**Run 1: signal wires on met1**

Supply wires on this layer in grey.
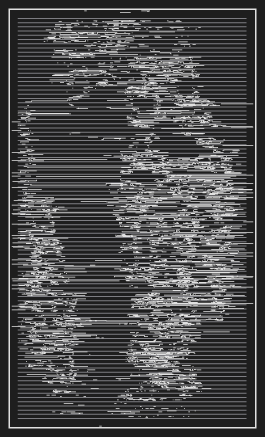
**Run 1: signal wires on met2**

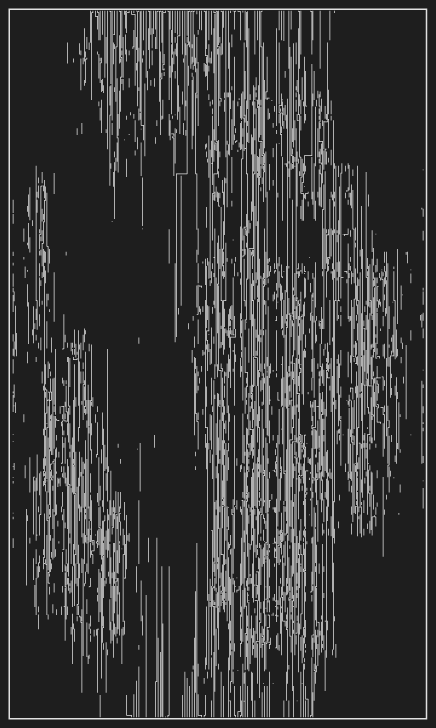
**Run 1: M3 wires**

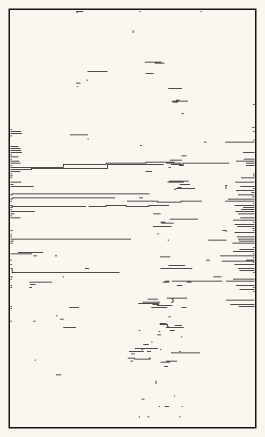
## config.mk

```make
export PLATFORM = sky130hd
export DESIGN_NAME = ifu_axi_fetch
export DESIGN_NICKNAME = d
export VERILOG_FILES = /design/src/rtl/ifu_axi_fetch.sv
export SDC_FILE = /design/constraint.sdc
export NUM_CORES = 1
export LEC_CHECK = 0
export ABC_AREA = 1
export CORE_ASPECT_RATIO = 1.75
export CORE_MARGIN = 5
export CORE_UTILIZATION = 24
export DETAILED_ROUTE_END_ITERATION = 12
export HOLD_SLACK_MARGIN = 0.08
export PLACE_DENSITY = 0.53
export SLEW_MARGIN = 40
export SYNTH_ARGS = -nofsm -noshare
export SYNTH_HDL_FRONTEND = slang
export SYNTH_SLANG_ARGS = --single-unit
```

## constraint.sdc

```tcl
create_clock -name clk -period 3.85 [get_ports clk]
set_input_delay 0.9625 -clock clk [delete_from_list [all_inputs] [get_ports clk]]
set_output_delay 0.9625 -clock clk [all_outputs]
set_load 0.01 [all_outputs]
```

## src/rtl/ifu_axi_fetch.sv

```systemverilog
// Instruction fetch unit: takes a next PC over valid/ready, reads one
// instruction through an AXI4-Lite read master and hands instruction, PC
// and fault code to decode. A flush redirects fetch; an in-flight read is
// always drained before the redirect target is fetched.
module ifu_axi_fetch #(
    parameter int unsigned       ADDR_W   = 32,
    parameter int unsigned       DATA_W   = 32,
    parameter logic [ADDR_W-1:0] RESET_PC = ADDR_W'(32'h8000_0000),
    parameter int unsigned       CNT_W    = 32
) (
    input  logic              clk,
    input  logic              rst,
    input  logic              in_valid,
    output logic              in_ready,
    input  logic [ADDR_W-1:0] in_pc,
    output logic              out_valid,
    input  logic              out_ready,
    output logic [31:0]       out_inst,
    output logic [ADDR_W-1:0] out_pc,
    output logic [1:0]        out_fault,
    input  logic              flush,
    input  logic [ADDR_W-1:0] flush_pc,
    output logic [ADDR_W-1:0] m_araddr,
    output logic              m_arvalid,
    input  logic              m_arready,
    input  logic [DATA_W-1:0] m_rdata,
    input  logic [1:0]        m_rresp,
    input  logic              m_rvalid,
    output logic              m_rready,
    output logic [CNT_W-1:0]  fetch_cnt
);

    localparam logic [1:0] FAULT_NONE  = 2'b00;
    localparam logic [1:0] FAULT_ALIGN = 2'b01;
    localparam logic [1:0] FAULT_BUS   = 2'b10;

    localparam logic [ADDR_W-1:0] ALIGN_MASK = ~(ADDR_W'(DATA_W / 8 - 1));

    typedef enum logic [1:0] {
        IDLE = 2'd0,
        REQ  = 2'd1,
        RESP = 2'd2,
        HOLD = 2'd3
    } state_t;

    state_t            state, state_n;
    logic [ADDR_W-1:0] pc_q, pc_n;
    logic [ADDR_W-1:0] redir_q, redir_n;
    logic              drop_q, drop_n;
    logic [31:0]       inst_q, inst_n;
    logic [ADDR_W-1:0] opc_q, opc_n;
    logic [1:0]        fault_q, fault_n;
    logic [CNT_W-1:0]  cnt_q, cnt_n;
    logic [31:0]       lane;
    logic              start;
    logic [ADDR_W-1:0] start_pc;

    // Pick the 32-bit instruction lane out of the read beat
    generate
        if (DATA_W == 64) begin : g_lane64
            always_comb lane = pc_q[2] ? m_rdata[63:32] : m_rdata[31:0];
        end else begin : g_lane32
            always_comb lane = m_rdata[31:0];
        end
    endgenerate

    assign in_ready  = (state == IDLE) & ~flush;
    assign out_valid = (state == HOLD) & ~flush;
    assign m_arvalid = (state == REQ);
    assign m_rready  = (state == RESP);
    assign m_araddr  = pc_q & ALIGN_MASK;
    assign out_inst  = inst_q;
    assign out_pc    = opc_q;
    assign out_fault = fault_q;
    assign fetch_cnt = cnt_q;

    // Next-state and datapath update; a new PC funnels through one start rule
    always_comb begin
        state_n  = state;
        pc_n     = pc_q;
        redir_n  = redir_q;
        drop_n   = drop_q;
        inst_n   = inst_q;
        opc_n    = opc_q;
        fault_n  = fault_q;
        cnt_n    = cnt_q;
        start    = 1'b0;
        start_pc = pc_q;

        case (state)
            IDLE: begin
                if (flush) begin
                    start    = 1'b1;
                    start_pc = flush_pc;
                end else if (in_valid) begin
                    start    = 1'b1;
                    start_pc = in_pc;
                end
            end
            REQ: begin
                if (flush) begin
                    drop_n  = 1'b1;
                    redir_n = flush_pc;
                end
                if (m_arready) state_n = RESP;
            end
            RESP: begin
                if (m_rvalid) begin
                    // A flush arriving with the beat is newer than any saved redirect
                    if (flush) begin
                        drop_n   = 1'b0;
                        start    = 1'b1;
                        start_pc = flush_pc;
                    end else if (drop_q) begin
                        drop_n   = 1'b0;
                        start    = 1'b1;
                        start_pc = redir_q;
                    end else begin
                        inst_n  = lane;
                        opc_n   = pc_q;
                        fault_n = (m_rresp != 2'b00) ? FAULT_BUS : FAULT_NONE;
                        state_n = HOLD;
                    end
                end else if (flush) begin
                    drop_n  = 1'b1;
                    redir_n = flush_pc;
                end
            end
            HOLD: begin
                if (flush) begin
                    start    = 1'b1;
                    start_pc = flush_pc;
                end else if (out_ready) begin
                    cnt_n   = cnt_q + CNT_W'(1);
                    state_n = IDLE;
                end
            end
            default: state_n = REQ;
        endcase

        if (start) begin
            pc_n = start_pc;
            if (start_pc[1:0] != 2'b00) begin
                state_n = HOLD;
                inst_n  = '0;
                opc_n   = start_pc;
                fault_n = FAULT_ALIGN;
            end else begin
                state_n = REQ;
            end
        end
    end

    // State and datapath registers
    always_ff @(posedge clk) begin
        if (rst) begin
            state   <= REQ;
            pc_q    <= RESET_PC;
            redir_q <= '0;
            drop_q  <= 1'b0;
            inst_q  <= '0;
            opc_q   <= '0;
            fault_q <= FAULT_NONE;
            cnt_q   <= '0;
        end else begin
            state   <= state_n;
            pc_q    <= pc_n;
            redir_q <= redir_n;
            drop_q  <= drop_n;
            inst_q  <= inst_n;
            opc_q   <= opc_n;
            fault_q <= fault_n;
            cnt_q   <= cnt_n;
        end
    end

endmodule
```

==> results.tsv, run 1 <==
stage	metric	value	unit
grt	number of global-route vias before repair	9582	
power	leakage power summed over all cells	0.00521	uW
placed_design	Setup WS pre-CTS	0.522	ns
power	net switching fraction of the power	0.406	
sta	setup TNS after final layout	0	ns
grt	global route overflow	0	
layout	layout cell share with drive strength beyond 1	0.0552	
sta	clock period minus final worst setup slack	3.29	ns
floorplan	floorplan die height	269	microns
synthesis	instance tally after logic synthesis	1446	
grt	number of antenna violations at the first check in global routing	0	
clocking	TritonCTS sink count	165	
sta	Max Clock Skew	0.0116	ns
sta	unrepaired setup endpoints after global routing	no	
worst_hold_path	launch instance of the worst min-delay path	redir_q[0]$_SDFFE_PP0P_	
detailed_routing	Final ANT Viol Nets	0	
power	clock distribution power	1640	uW
status	result of the run	finished, final reports clean	
sta	Slew @ Worst Pin	0.809	ns
layout	Final Non-Filler Cells	2115	
clocking	clock tree from TritonCTS	built	
placed_design	number of buffers added on ports	236	
sta	Fin. Hold Viols	0	
detailed_routing	wl on met1	13.6	mm
critical_path	cell type of the slowest stage on the worst timing path	sky130_fd_sc_hd__clkdlybuf4s50_1	
critical_path	kind of launch point of the worst setup path	input pin	
detailed_routing	Top Layer Used	met4	
power	sequential group share of total power	0.351	
floorplan	area of the core region	38200	sq um
Back to the opening pictures, 'signal wires on met1':
main direction = horizontal
share of all routed wire = 36%
via total after detailed routing: 9815
Global Route met1 Usage: 0.178
aggregate routed wire length: 37.6 mm

Back to the opening pictures, 'signal wires on met2':
longest straight run = 105 microns
wire length on this layer = 20.6 mm
main direction = vertical
nets with wire on the layer = 1335

Back to the opening pictures, 'M3 wires':
main direction = horizontal
nets with wire on the layer = 174
longest straight run = 88.6 microns
share of all routed wire = 5.1%

==> run 1: cells in the final DEF, fill, tap and decap left out, drive strengths merged, types with 32 or more instances in the layout <==
cell / instances
a21oi: 59
clkdlybuf4s50: 235
dfxtp: 165
inv: 125
mux2i: 32
nand2: 460
nand3: 122
nor2: 176
nor3: 37
o21ai: 112
==> run 1: worst min path at each step <==
| stage | endpoint | slack, ns |
|---|---|---|
| final | redir_q[0]$_SDFFE_PP0P_ | 0.46 |
| after global routing | redir_q[0]$_SDFFE_PP0P_ | 0.49 |
| after CTS | redir_q[0]$_SDFFE_PP0P_ | 0.46 |
| after detailed placement | redir_q[0]$_SDFFE_PP0P_ | 0.45 |
| after global placement | redir_q[0]$_SDFFE_PP0P_ | 0.45 |
| after floorplan | redir_q[0]$_SDFFE_PP0P_ | 0.43 |
==> run 1: layout make-up <==
cell class / instances / area share
clock buffers: 19 / 0.0359
clock inverters: 13 / 0.00780
inverters: 122 / 0.0374
multi-input cells: 1046 / 0.389
flip-flops and latches: 165 / 0.268
well taps: 485 / 0.0491
repair buffers: 265 / 0.214
==> run 1: synthesized netlist by cell type (2+ instances only) <==
cell type	number	area [sq um]
sky130_fd_sc_hd__a211oi_1	2	15.0
sky130_fd_sc_hd__a21oi_1	59	295
sky130_fd_sc_hd__a22oi_1	6	45.0
sky130_fd_sc_hd__buf_1	5	18.8
sky130_fd_sc_hd__buf_2	26	130
sky130_fd_sc_hd__buf_4	40	300
sky130_fd_sc_hd__buf_6	7	78.8
sky130_fd_sc_hd__clkbuf_1	35	131
sky130_fd_sc_hd__dfxtp_1	165	3300
sky130_fd_sc_hd__ha_1	5	62.6
sky130_fd_sc_hd__inv_1	113	424
sky130_fd_sc_hd__inv_2	7	26.3
sky130_fd_sc_hd__mux2i_1	32	320
sky130_fd_sc_hd__nand2_1	450	1690
sky130_fd_sc_hd__nand2_2	8	50.1
sky130_fd_sc_hd__nand2_4	2	22.5
sky130_fd_sc_hd__nand3_1	122	611
sky130_fd_sc_hd__nand3b_1	8	60.1
sky130_fd_sc_hd__nand4_1	9	56.3
sky130_fd_sc_hd__nor2_1	169	634
sky130_fd_sc_hd__nor2_2	5	31.3
sky130_fd_sc_hd__nor2_4	2	22.5
sky130_fd_sc_hd__nor3_1	36	180
sky130_fd_sc_hd__o2111ai_1	2	17.5
sky130_fd_sc_hd__o211ai_1	3	22.5
sky130_fd_sc_hd__o21ai_0	108	541
sky130_fd_sc_hd__o21ai_1	4	20.0
sky130_fd_sc_hd__o22ai_1	5	31.3
sky130_fd_sc_hd__xnor2_1	2	17.5
==> run 1: cells by family (layout without fill, tap and decap cells) <==
group / count (synthesis) / after routing / share of synthesized area
adders and majority gates: 5 / 5 / 0.00679
other: 1 / 2 / 0.000407
AOI/OAI and AO/OA: 192 / 192 / 0.110
and+or+nand+nor: 812 / 812 / 0.365
buffers and inverters: 236 / 419 / 0.122
xor gates and xnor gates: 3 / 3 / 0.00285
muxes: 32 / 32 / 0.0347
DFF: 165 / 165 / 0.358
==> run 1: sequential cells by signal, summed over array words and instances, names as in the netlist <==
signal     cells
redir_q       32
out_pc        32
out_inst      32
state          2
pc_q          32
drop_q         1
out_fault      2
fetch_cnt     32
==> run 2, diff against run 1 <==
Settings changed: REMOVE_ABC_BUFFERS from default to 1.
**Run 2: M3 wires**

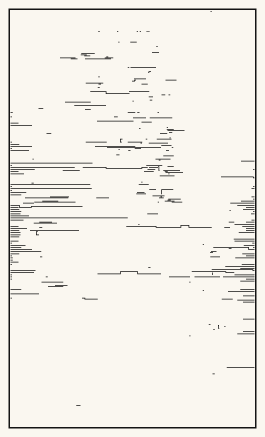
nets with wire on the layer = 182
share of all routed wire = 5.6%
longest straight run = 75.4 microns
main direction = horizontal
wire length on this layer = 2070 microns

==> run 2 against run 1 <==
Effect of this change:
- die size did not move
- fmax increased by 4.2%
- critical path type unchanged
- largest power group unchanged
- setup slack gained 0.13 ns
- routed wire length decreased by 2.0%
==> results.tsv, run 2 <==
stage	metric	value	unit	change
worst_hold_path	launch instance of the worst min-delay path	redir_q[0]$_SDFFE_PP0P_		
grt	number of global-route vias before repair	9784		+2.1%
grt	global route overflow	0		unchanged
power	net switching fraction of the power	0.391		-0.0151
sta	Max Clock Skew	0.0154	ns	+0.00379 ns
synthesis	top-area cell type share of the netlist area	0.358		unchanged
layout	highest-count cells in the layout ignoring fill and taps	450 x sky130_fd_sc_hd__nand2_1, 234 x sky130_fd_sc_hd__clkdlybuf4s50_1, 168 x sky130_fd_sc_hd__nor2_1		
synthesis	instance tally after logic synthesis	1446		unchanged
sta	Fin. Hold Viols	0		unchanged
layout	Final Non-Filler Cells	2114		-0.047%
synthesis	cell with the most instances after synthesis	sky130_fd_sc_hd__nand2_1		
sta	clock period minus final worst setup slack	3.16	ns	-0.132 ns
synthesis	cell type contributing the most total cell area after synthesis	sky130_fd_sc_hd__dfxtp_1		
synthesis	leading cell types by count after synthesis	450 x sky130_fd_sc_hd__nand2_1, 169 x sky130_fd_sc_hd__nor2_1, 165 x sky130_fd_sc_hd__dfxtp_1, 122 x sky130_fd_sc_hd__nand3_1, 113 x sky130_fd_sc_hd__inv_1		
sta	Slew @ Worst Pin	0.732	ns	-0.0767 ns
power	sequential group share of total power	0.344		-0.007
status	result of the run	finished, final reports clean		
clocking	clock tree from TritonCTS	built		
sta	unrepaired setup endpoints after global routing	no		
layout	layout cell share with drive strength beyond 1	0.0559		+0.000648
floorplan	floorplan die height	269	microns	unchanged
grt	number of antenna violations at the first check in global routing	1		+1
floorplan	area of the core region	38200	sq um	unchanged
synthesis	cell types occupying the most area after synthesis	sky130_fd_sc_hd__dfxtp_1 36%, sky130_fd_sc_hd__nand2_1 18%, sky130_fd_sc_hd__nor2_1 6.9%		
worst_hold_path	worst min-delay path endpoint	redir_q[0]$_SDFFE_PP0P_		
clocking	TritonCTS sink count	165		unchanged
critical_path	kind of launch point of the worst setup path	input pin		
**Run 2: signal wires on met2**

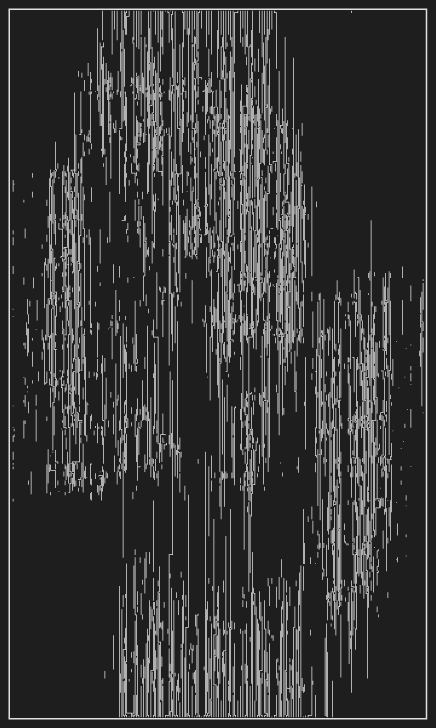
met2 GRT Util: 0.307
aggregate routed wire length: 36.8 mm
via total after detailed routing: 9949

-- run 2: worst max-delay path, stage by stage --
cell and delay, ns:
sky130_fd_sc_hd__buf_2 0.14, sky130_fd_sc_hd__inv_2 0.06, sky130_fd_sc_hd__nand2_1 0.18, sky130_fd_sc_hd__inv_2 0.26, sky130_fd_sc_hd__clkdlybuf4s50_1 0.59
-- run 2: cells by family after synthesis --
group,share of synthesized area
AND/OR/NAND/NOR,0.365
buffers and inverters,0.122
flip-flops,0.358
multiplexers,0.0347
XOR/XNOR,0.00285
adder cells (fa/ha/maj),0.00679
other,0.000407
AND-OR/OR-AND,0.110
-- run 2: metal layers --
| metal | up-vias | GRT usage | part of all wire |
|---|---|---|---|
| met2 | 338 | 0.307 | 0.53 |
| met4 | 2 | 0.0782 | 0.038 |
| met5 | - | 0 | 0.00033 |
| li1 | 4929 | - | - |
| met1 | 4601 | 0.180 | 0.38 |
| met3 | 79 | 0.0366 | 0.056 |
-- run 2: final cells by class --
type | instances | area (sq um)
fillers | 4126 | 25800
clock buffers | 21 | 470
well taps | 485 | 607
multi-input cells | 1046 | 4800
inverters | 122 | 462
flip-flops and latches | 165 | 3300
repair buffers | 265 | 2610
clock inverters | 10 | 123
-- run 2: per-stage QoR --
stage	hold WS, ns	instance area [sq um]	power [uW]	setup WS, ns	utilization
5_1_grt	0.499	12400	6580	0.627	0.324
4_1_cts	0.457	12400	6270	0.682	0.324
2_1_floorplan	0.432	8560	3350	0.690	-
3_5_place_dp	0.448	11800	4460	0.682	0.309
6_report	0.462	12400	6200	0.687	0.324
3_3_place_gp	0.446	11800	4440	0.695	0.309
-- run 2: worst max path at each step --
stage / from / to / slack [ns]
2_1_floorplan: flush / out_pc[10]$_SDFF_PP0_ / 0.69
3_3_place_gp: flush / in_ready / 0.69
3_5_place_dp: in_valid / out_pc[13]$_SDFF_PP0_ / 0.68
4_1_cts: state[1]$_SDFFE_PP0P_ / in_ready / 0.68
5_1_grt: state[1]$_SDFFE_PP0P_ / in_ready / 0.63
6_report: flush / in_ready / 0.69
-- run 2: power groups by stage --
stage                     Clock (uW)  Combinational, uW  Sequential, uW
after global routing            1880               2530            2160
after floorplan                    0               1200            2150
after global placement             0               2270            2170
after detailed placement           0               2290            2170
final                           1780               2290            2130
after CTS                       1840               2300            2130
==> run 3, diff against run 2 <==
Clock period 3.85 ns to 3 ns, I/O delays scaled along.
**Run 3: the metal 4 layer**

Bar = 50 microns. Supply wires on this layer in grey. Cells faint in the background.
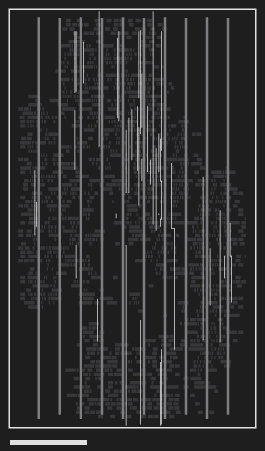
main direction = vertical
share of all routed wire = 5.1%
longest straight run = 137 microns
wire length on this layer = 1920 microns
nets with wire on the layer = 36
via total after detailed routing: 9943
aggregate routed wire length: 37.2 mm

==> run 3 against run 2 <==
Effect of this change:
- hold slack better by 0.016 ns
- cell count rose by 1.0%
- design area up 2.1%
- register-to-register slack lost 0.54 ns
- critical path depth shrank 2
- clock power is 38% higher
- sequential power up 28%
- via count hardly changed
- highest routed layer unchanged
==> results.tsv, run 3 <==
stage	metric	value	unit	change
status	result of the run	finished, final reports clean		
sta	Slew @ Worst Pin	0.749	ns	+0.0163 ns
layout	layout cell share with drive strength beyond 1	0.0679		+0.0121
sta	Max Clock Skew	0.0150	ns	-0.000424 ns
synthesis	top-area cell type share of the netlist area	0.358		unchanged
clocking	clock tree from TritonCTS	built		
layout	Final Non-Filler Cells	2136		+1.0%
synthesis	instance tally after logic synthesis	1446		unchanged
grt	number of global-route vias before repair	9764		-0.20%
clocking	TritonCTS sink count	165		unchanged
critical_path	CP delay by family, top	buffers and inverters		
power	net switching fraction of the power	0.385		-0.00532
floorplan	floorplan die height	269	microns	unchanged
critical_path	kind of launch point of the worst setup path	flop		
sta	unrepaired setup endpoints after global routing	no		
critical_path	Worst Path Buf+Inv	2		-2
grt	number of antenna violations at the first check in global routing	4		+3
placed_design	Setup WS pre-CTS	0.281	ns	-0.401 ns
synthesis	leading cell types by count after synthesis	450 x sky130_fd_sc_hd__nand2_1, 169 x sky130_fd_sc_hd__nor2_1, 165 x sky130_fd_sc_hd__dfxtp_1, 122 x sky130_fd_sc_hd__nand3_1, 113 x sky130_fd_sc_hd__inv_1		
critical_path	delay of the slowest critical-path stage	0.65	ns	+0.06 ns
floorplan	area of the core region	38200	sq um	unchanged
critical_path	path length in cells of the critical path	3		-2
sta	minimum setup slack in the final design	0.208	ns	-0.480 ns
**Run 3: signal wires on met2**

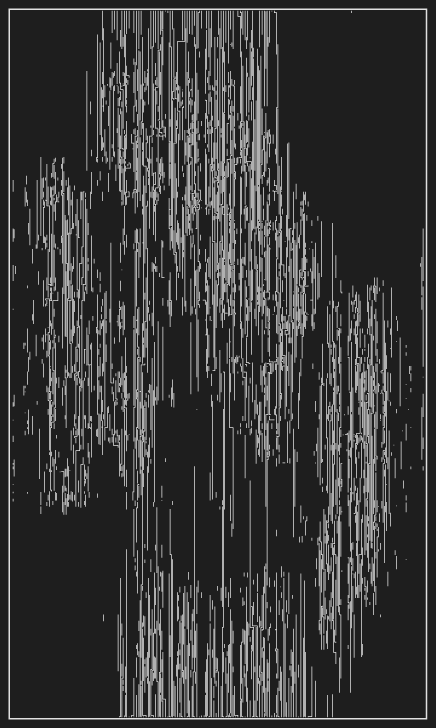
share of all routed wire = 54%
nets with wire on the layer = 1350
wire length on this layer = 19900 microns
longest straight run = 83.0 microns
main direction = vertical
met2 GRT Util: 0.313

[run 3: cell counts after synthesis]
Identical to the previous run, type by type.
[run 3: path summary, 6_finish.rpt]
path	slack (ns)	endpoint	start
max	0.21	m_rready	state[0]$_SDFFE_PP1P_
min	0.48	redir_q[0]$_SDFFE_PP0P_	redir_q[0]$_SDFFE_PP0P_
max reg2reg	0.66	out_pc[22]$_SDFF_PP0_	state[0]$_SDFFE_PP1P_
min reg2reg	0.48	redir_q[0]$_SDFFE_PP0P_	redir_q[0]$_SDFFE_PP0P_
[run 3: kinds of logic after synthesis]
logic type                 count (synthesis)  synth area share
and+or+nand+nor                          812             0.365
buffers and inverters                    236             0.122
AOI/OAI and AO/OA                        192             0.110
DFF                                      165             0.358
muxes                                     32            0.0347
adders and majority gates                  5           0.00679
xor gates and xnor gates                   3           0.00285
other                                      1          0.000407
[run 3: tightest hold or removal path: cells and delay by family, from the launching register on]
family,cells,cell delay [ns]
AOI/OAI and AO/OA,1,0.07
DFF,1,0.30
buffers and inverters,1,0.06
[run 3: power by group through the flow]
stage / clock (uW) / sequential [uW] / combinational (uW)
floorplan: 0 / 2770 / 1540
global placement: 0 / 2760 / 3070
detailed placement: 0 / 2770 / 3080
CTS: 2540 / 2720 / 3100
global route: 2620 / 2750 / 3390
finish: 2460 / 2720 / 3080
[run 3: per-stage QoR]
step / hold WS, ns / utilization
floorplan: 0.432 / -
global placement: 0.443 / 0.314
detailed placement: 0.467 / 0.314
CTS: 0.477 / 0.331
global route: 0.508 / 0.331
finish: 0.478 / 0.331
[run 3: area by class of cell]
class                   instances  area (sq um)
repair buffers                284          2810
inverters                     122           462
clock inverters                15           215
well taps                     485           607
multi-input cells            1046          4800
clock buffers                  17           425
flip-flops and latches        165          3300
fillers                      4122         25500
diodes                          2          5.00
[run 3: metal layers]
layer	vias up	global-route usage	part of all wire
li1	4960	-	-
met1	4573	0.178	0.36
met2	319	0.313	0.54
met3	87	0.0367	0.053
met4	4	0.0926	0.052
met5	-	0	0.00056
Power figures rest on the tool's default switching activity, not on a simulated workload.
